--- src/rtl/bcd_pkg.sv ---
// rtl/bcd_pkg.sv - shared BCD constants, step encoding and elaboration/compare helpers
package bcd_pkg;

    localparam int BCD_W = 4;
    localparam logic [BCD_W-1:0] BCD_NINE = 4'd9;
    localparam int MAX_DIGITS = 9;
    localparam int BCD_MAX_W = BCD_W * MAX_DIGITS;

    typedef enum logic [1:0] {
        OP_NONE = 2'd0,
        OP_INC  = 2'd1,
        OP_DEC  = 2'd2
    } step_op_e;

    function automatic longint pow10(input int digits);
        longint r;
        r = 1;
        for (int i = 0; i < digits; i++) begin
            r = r * 10;
        end
        return r;
    endfunction

    function automatic logic [BCD_MAX_W-1:0] to_bcd(input int value, input int digits);
        logic [BCD_MAX_W-1:0] r;
        int v;
        r = '0;
        v = value;
        for (int i = 0; i < MAX_DIGITS; i++) begin
            if (i < digits) begin
                r[BCD_W*i +: BCD_W] = BCD_W'(v % 10);
                v = v / 10;
            end
        end
        return r;
    endfunction

    function automatic logic bcd_valid(input logic [BCD_MAX_W-1:0] a, input int digits);
        for (int i = 0; i < MAX_DIGITS; i++) begin
            if (i < digits && a[BCD_W*i +: BCD_W] > BCD_NINE) begin
                return 1'b0;
            end
        end
        return 1'b1;
    endfunction

    // Most significant digit decides first; equal digits fall through to the next one.
    function automatic logic bcd_le(input logic [BCD_MAX_W-1:0] a, input logic [BCD_MAX_W-1:0] b);
        for (int i = MAX_DIGITS - 1; i >= 0; i--) begin
            if (a[BCD_W*i +: BCD_W] < b[BCD_W*i +: BCD_W]) begin
                return 1'b1;
            end
            if (a[BCD_W*i +: BCD_W] > b[BCD_W*i +: BCD_W]) begin
                return 1'b0;
            end
        end
        return 1'b1;
    endfunction

endpackage

--- src/rtl/bcd_updown_counter_if.sv ---
// rtl/bcd_updown_counter_if.sv - control inputs and status outputs of the BCD counter
interface bcd_updown_counter_if #(
    parameter int DIGITS = 4
) ();

    logic                  clr;
    logic                  cnt_i;
    logic                  down_i;
    logic                  load;
    logic [4*DIGITS-1:0]   load_value;
    logic [4*DIGITS-1:0]   value_bcd;
    logic                  at_zero;
    logic                  at_max;
    logic                  limit;
    logic                  load_err;
    logic [3:0]            led;

    modport master (
        output clr, cnt_i, down_i, load, load_value,
        input  value_bcd, at_zero, at_max, limit, load_err, led
    );

    modport slave (
        input  clr, cnt_i, down_i, load, load_value,
        output value_bcd, at_zero, at_max, limit, load_err, led
    );

endinterface

--- src/rtl/bcd_digit.sv ---
// rtl/bcd_digit.sv - one BCD digit of the ripple chain; cin_i enables the step at this digit
module bcd_digit
    import bcd_pkg::*;
(
    input  logic              inc_i,
    input  logic              dec_i,
    input  logic              cin_i,
    input  logic [BCD_W-1:0]  digit_i,
    output logic [BCD_W-1:0]  digit_o,
    output logic              cout_o
);

    always_comb begin
        digit_o = digit_i;
        cout_o  = 1'b0;
        if (cin_i && inc_i) begin
            if (digit_i >= BCD_NINE) begin
                digit_o = '0;
                cout_o  = 1'b1;
            end else begin
                digit_o = digit_i + BCD_W'(1);
            end
        end else if (cin_i && dec_i) begin
            if (digit_i == '0) begin
                digit_o = BCD_NINE;
                cout_o  = 1'b1;
            end else begin
                digit_o = digit_i - BCD_W'(1);
            end
        end
    end

endmodule

--- src/rtl/bcd_updown_counter.sv ---
// rtl/bcd_updown_counter.sv - N-digit BCD up/down counter with edge-detected step, clear, load, modulus
module bcd_updown_counter
    import bcd_pkg::*;
#(
    parameter int DIGITS        = 4,
    parameter int MAX_VALUE     = 9999,
    parameter bit WRAP          = 1'b1,
    parameter bit ACTIVE_LOW_IN = 1'b1
) (
    input  logic                 clk,
    input  logic                 rst,
    bcd_updown_counter_if.slave  bus
);

    localparam int W = BCD_W * DIGITS;
    localparam logic [BCD_MAX_W-1:0] MAX_BCD_FULL = to_bcd(MAX_VALUE, DIGITS);
    localparam logic [W-1:0] MAX_BCD = MAX_BCD_FULL[W-1:0];

    if (DIGITS < 1 || DIGITS > MAX_DIGITS || MAX_VALUE < 0 ||
        longint'(MAX_VALUE) >= pow10(DIGITS)) begin : g_bad_params
        $error("bcd_updown_counter: MAX_VALUE must fit in DIGITS decimal digits");
    end

    logic [W-1:0] value_q, value_d;
    logic         limit_q, limit_d;
    logic         load_err_q, load_err_d;
    logic         cnt_q;
    logic         armed_q, armed_d;

    logic         cnt_a, cnt_q_a, dn_a, step;
    logic         at_zero_w, at_max_w, load_ok;
    step_op_e     op;
    logic [W-1:0] value_step;
    logic [DIGITS:0] carry;

    assign cnt_a   = bus.cnt_i ^ ACTIVE_LOW_IN;
    assign cnt_q_a = cnt_q ^ ACTIVE_LOW_IN;
    assign dn_a    = bus.down_i ^ ACTIVE_LOW_IN;

    // A level held asserted across reset must not count: stepping is armed only
    // after a de-asserted sample has been seen since reset.
    assign armed_d = armed_q | ~cnt_a;
    assign step    = cnt_a & ~cnt_q_a & armed_q;

    assign at_zero_w = (value_q == '0);
    assign at_max_w  = (value_q == MAX_BCD);
    assign load_ok   = bcd_valid(BCD_MAX_W'(bus.load_value), DIGITS) &&
                       bcd_le(BCD_MAX_W'(bus.load_value), MAX_BCD_FULL);

    always_comb begin
        op = OP_NONE;
        if (step) begin
            op = dn_a ? OP_DEC : OP_INC;
        end
    end

    assign carry[0] = 1'b1;

    for (genvar i = 0; i < DIGITS; i++) begin : g_digit
        bcd_digit u_digit (
            .inc_i   (op == OP_INC),
            .dec_i   (op == OP_DEC),
            .cin_i   (carry[i]),
            .digit_i (value_q[BCD_W*i +: BCD_W]),
            .digit_o (value_step[BCD_W*i +: BCD_W]),
            .cout_o  (carry[i+1])
        );
    end

    // Carry/borrow out of the top digit also marks a boundary, so the chain can never roll silently.
    always_comb begin
        value_d    = value_q;
        limit_d    = 1'b0;
        load_err_d = 1'b0;
        if (bus.clr) begin
            value_d = '0;
        end else if (bus.load) begin
            if (load_ok) begin
                value_d = bus.load_value;
            end else begin
                load_err_d = 1'b1;
            end
        end else begin
            case (op)
                OP_INC: begin
                    if (at_max_w || carry[DIGITS]) begin
                        limit_d = 1'b1;
                        if (WRAP) begin
                            value_d = '0;
                        end
                    end else begin
                        value_d = value_step;
                    end
                end
                OP_DEC: begin
                    if (at_zero_w || carry[DIGITS]) begin
                        limit_d = 1'b1;
                        if (WRAP) begin
                            value_d = MAX_BCD;
                        end
                    end else begin
                        value_d = value_step;
                    end
                end
                default: ;
            endcase
        end
    end

    always_ff @(posedge clk or posedge rst) begin
        if (rst) begin
            value_q    <= '0;
            limit_q    <= 1'b0;
            load_err_q <= 1'b0;
            cnt_q      <= ACTIVE_LOW_IN;
            armed_q    <= 1'b0;
        end else begin
            value_q    <= value_d;
            limit_q    <= limit_d;
            load_err_q <= load_err_d;
            cnt_q      <= bus.cnt_i;
            armed_q    <= armed_d;
        end
    end

    assign bus.value_bcd = value_q;
    assign bus.at_zero   = at_zero_w;
    assign bus.at_max    = at_max_w;
    assign bus.limit     = limit_q;
    assign bus.load_err  = load_err_q;
    assign bus.led       = ~value_q[3:0];

endmodule

--- src/flat_wrapper.sv ---
// flat-port wrapper written by rule: the top's interface ports become plain ports
module bcd_updown_counter_flat import bcd_pkg::*;
#(
    parameter int DIGITS        = 4,
    parameter int MAX_VALUE     = 9999,
    parameter bit WRAP          = 1'b1,
    parameter bit ACTIVE_LOW_IN = 1'b1
)
  (clk, rst, bus_clr, bus_cnt_i, bus_down_i, bus_load, bus_load_value, bus_value_bcd, bus_at_zero, bus_at_max, bus_limit, bus_load_err, bus_led);
  bcd_updown_counter_if #(.DIGITS(DIGITS)) bus_i ();
  input  logic clk;
  input  logic rst;
  input wire logic [$bits(bus_i.clr)-1:0] bus_clr;
  input wire logic [$bits(bus_i.cnt_i)-1:0] bus_cnt_i;
  input wire logic [$bits(bus_i.down_i)-1:0] bus_down_i;
  input wire logic [$bits(bus_i.load)-1:0] bus_load;
  input wire logic [$bits(bus_i.load_value)-1:0] bus_load_value;
  output wire logic [$bits(bus_i.value_bcd)-1:0] bus_value_bcd;
  output wire logic [$bits(bus_i.at_zero)-1:0] bus_at_zero;
  output wire logic [$bits(bus_i.at_max)-1:0] bus_at_max;
  output wire logic [$bits(bus_i.limit)-1:0] bus_limit;
  output wire logic [$bits(bus_i.load_err)-1:0] bus_load_err;
  output wire logic [$bits(bus_i.led)-1:0] bus_led;
  assign bus_i.clr = bus_clr;
  assign bus_i.cnt_i = bus_cnt_i;
  assign bus_i.down_i = bus_down_i;
  assign bus_i.load = bus_load;
  assign bus_i.load_value = bus_load_value;
  assign bus_value_bcd = bus_i.value_bcd;
  assign bus_at_zero = bus_i.at_zero;
  assign bus_at_max = bus_i.at_max;
  assign bus_limit = bus_i.limit;
  assign bus_load_err = bus_i.load_err;
  assign bus_led = bus_i.led;
  bcd_updown_counter #(.DIGITS(DIGITS), .MAX_VALUE(MAX_VALUE), .WRAP(WRAP), .ACTIVE_LOW_IN(ACTIVE_LOW_IN)) u_core (.clk(clk), .rst(rst), .bus(bus_i));
endmodule
--- config.mk ---
export PLATFORM = sky130hd
export DESIGN_NAME = bcd_updown_counter_flat
export DESIGN_NICKNAME = d
export VERILOG_FILES = /design/src/rtl/bcd_pkg.sv /design/src/rtl/bcd_updown_counter_if.sv /design/src/rtl/bcd_digit.sv /design/src/rtl/bcd_updown_counter.sv /design/src/flat_wrapper.sv
export SDC_FILE = /design/constraint.sdc
export NUM_CORES = 1
export LEC_CHECK = 0
export CAP_MARGIN = 20
export CELL_PAD_IN_SITES_DETAIL_PLACEMENT = 1
export CELL_PAD_IN_SITES_GLOBAL_PLACEMENT = 2
export CORE_ASPECT_RATIO = 0.7
export CORE_MARGIN = 5
export CORE_UTILIZATION = 31
export CTS_CLUSTER_SIZE = 14
export DETAILED_ROUTE_END_ITERATION = 10
export PLACE_DENSITY = 0.88
export SLEW_MARGIN = 40
export SYNTH_ARGS = -nofsm -noshare
export SYNTH_HDL_FRONTEND = slang
export SYNTH_SLANG_ARGS = --single-unit
--- constraint.sdc ---
create_clock -name clk -period 4.1 [get_ports clk]
set_clock_uncertainty 0.1 [all_clocks]
set_input_delay 0.82 -clock clk [delete_from_list [all_inputs] [get_ports clk]]
set_output_delay 0.82 -clock clk [all_outputs]
set_load 0.01 [all_outputs]
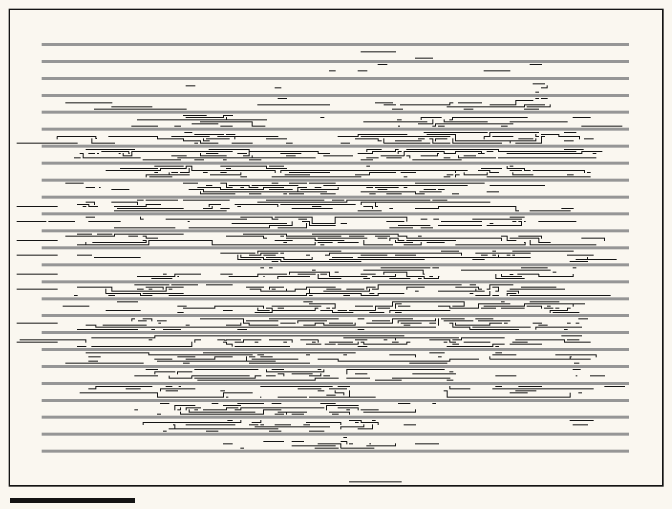
Figure 1: M1 wires.
Bar = 20 um. Supply wires on this layer in gray.
- main direction: horizontal
- longest straight run: 54.5 um
- nets with wire on the layer: 285
- share of all routed wire: 47%

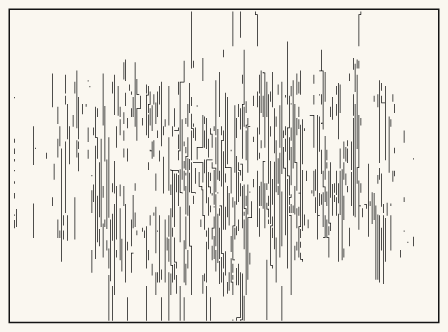
Figure 2: met2 routing.
- main direction: vertical
- nets with wire on the layer: 273
- wire length on this layer: 3280 um
- share of all routed wire: 44%
- longest straight run: 30.3 um

==> out/metrics.cfg <==
[setup_path]
startpoint=u_core.bus.value_bcd[4]
crit_chain=inv_1, ha_1, nor3b_1, and4_1, clkdlybuf4s50_1
cp.required_ps=3180

[global_routing]
top_usage_layer=met2
antenna_found_initial=0
grt.total_usage_pct=18.63
overflow=0

[status]
status=complete, no violations

[yosys]
yosys_warnings=0
syn_inst=245
ys_area_um2=1944

[routing]
viasPerCell=5.978
ant_nets=0
first_iter_violations=193
wire_per_inst_um=20.72

[place]
place_ws_ps=836.3

[final_timing]
hold_viol_final=0
fin_crit_sh_pct=85.56
fin_ws_ps=591.9

[cells_and_area]
lay_top_count=clkdlybuf4s50_1
finalNetCount=319

[min_path]
worstHoldEndpoint=u_core.armed_q

[cts]
clock.latency.late_pin_ps=270

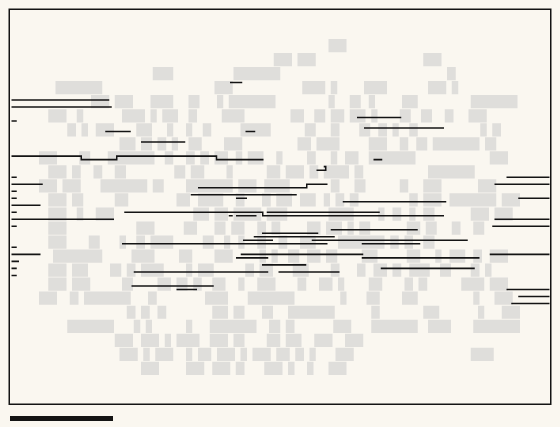
Figure 3: metal 3.
Bar = 20 um.
- main direction: horizontal
- longest straight run: 39.6 um
- wire length on this layer: 672 um
- nets with wire on the layer: 53

==> Yosys cell counts, drive strengths merged (2+ instances only) <==
library cell	instances
buf	4
o21ai	21
nor2	12
ha	12
or4	3
nand3b	2
a32o	7
and4b	2
nand2	18
inv	16
a31oi	6
dfrtp	19
o21a	3
and4	3
o31ai	2
nand3	9
nor3b	5
nand2b	9
nand4	2
a21o	3
a211oi	5
nand4b	3
o22ai	5
xor2	3
nor3	8
a311oi	3
nor2b	2
clkbuf	12
and3	8
a21oi	19
==> final cells by class <==
cell class	count	area, um^2	area share (%)
Clock buffer	4	55.05	2.184
Inverter	16	60.06	2.382
Multi-Input combinational cell	193	1311	52.01
Sequential cell	20	501.7	19.90
Tap cell	78	97.59	3.871
Timing Repair Buffer	51	495.5	19.65
==> kinds of logic (layout without fill, tap and decap cells) <==
logic type	after synthesis	after routing	share of synthesized area [%]
xor gates and xnor gates	3	3	1.352
adders and majority gates	12	12	7.722
DFF	20	20	25.80
buffers and inverters	32	71	6.756
and+or+nand+nor	91	91	27.54
AOI/OAI and AO/OA	87	87	30.82
==> per-stage QoR <==
stage / instance area (um^2) / total power, mW
final: 2521 / 0.6075
after global routing: 2521 / 0.6417
after CTS: 2521 / 0.6097
after detailed placement: 2466 / 0.4453
after global placement: 2466 / 0.4433
after floorplan: 1944 / 0.3464
==> metal layers <==
metal	part of all wire [%]	vias to the layer above
met5	0	-
met4	0.61	0
met3	8.9	4
met2	44	96
met1	47	1060
li1	-	1004
==> critical path: cells and delay by family, from the launching register on <==
kind / cells / cell delay [ps]
buffers and inverters: 2 / 680
adders and majority gates: 1 / 300
DFF: 1 / 500
and+or+nand+nor: 2 / 840
==> report_power, final <==
part / internal, mW / switching, mW
clock network: 0.0858 / 0.0790
registers: 0.207 / 0.0250
logic: 0.0996 / 0.111
Power and IR drop assume default switching activity.
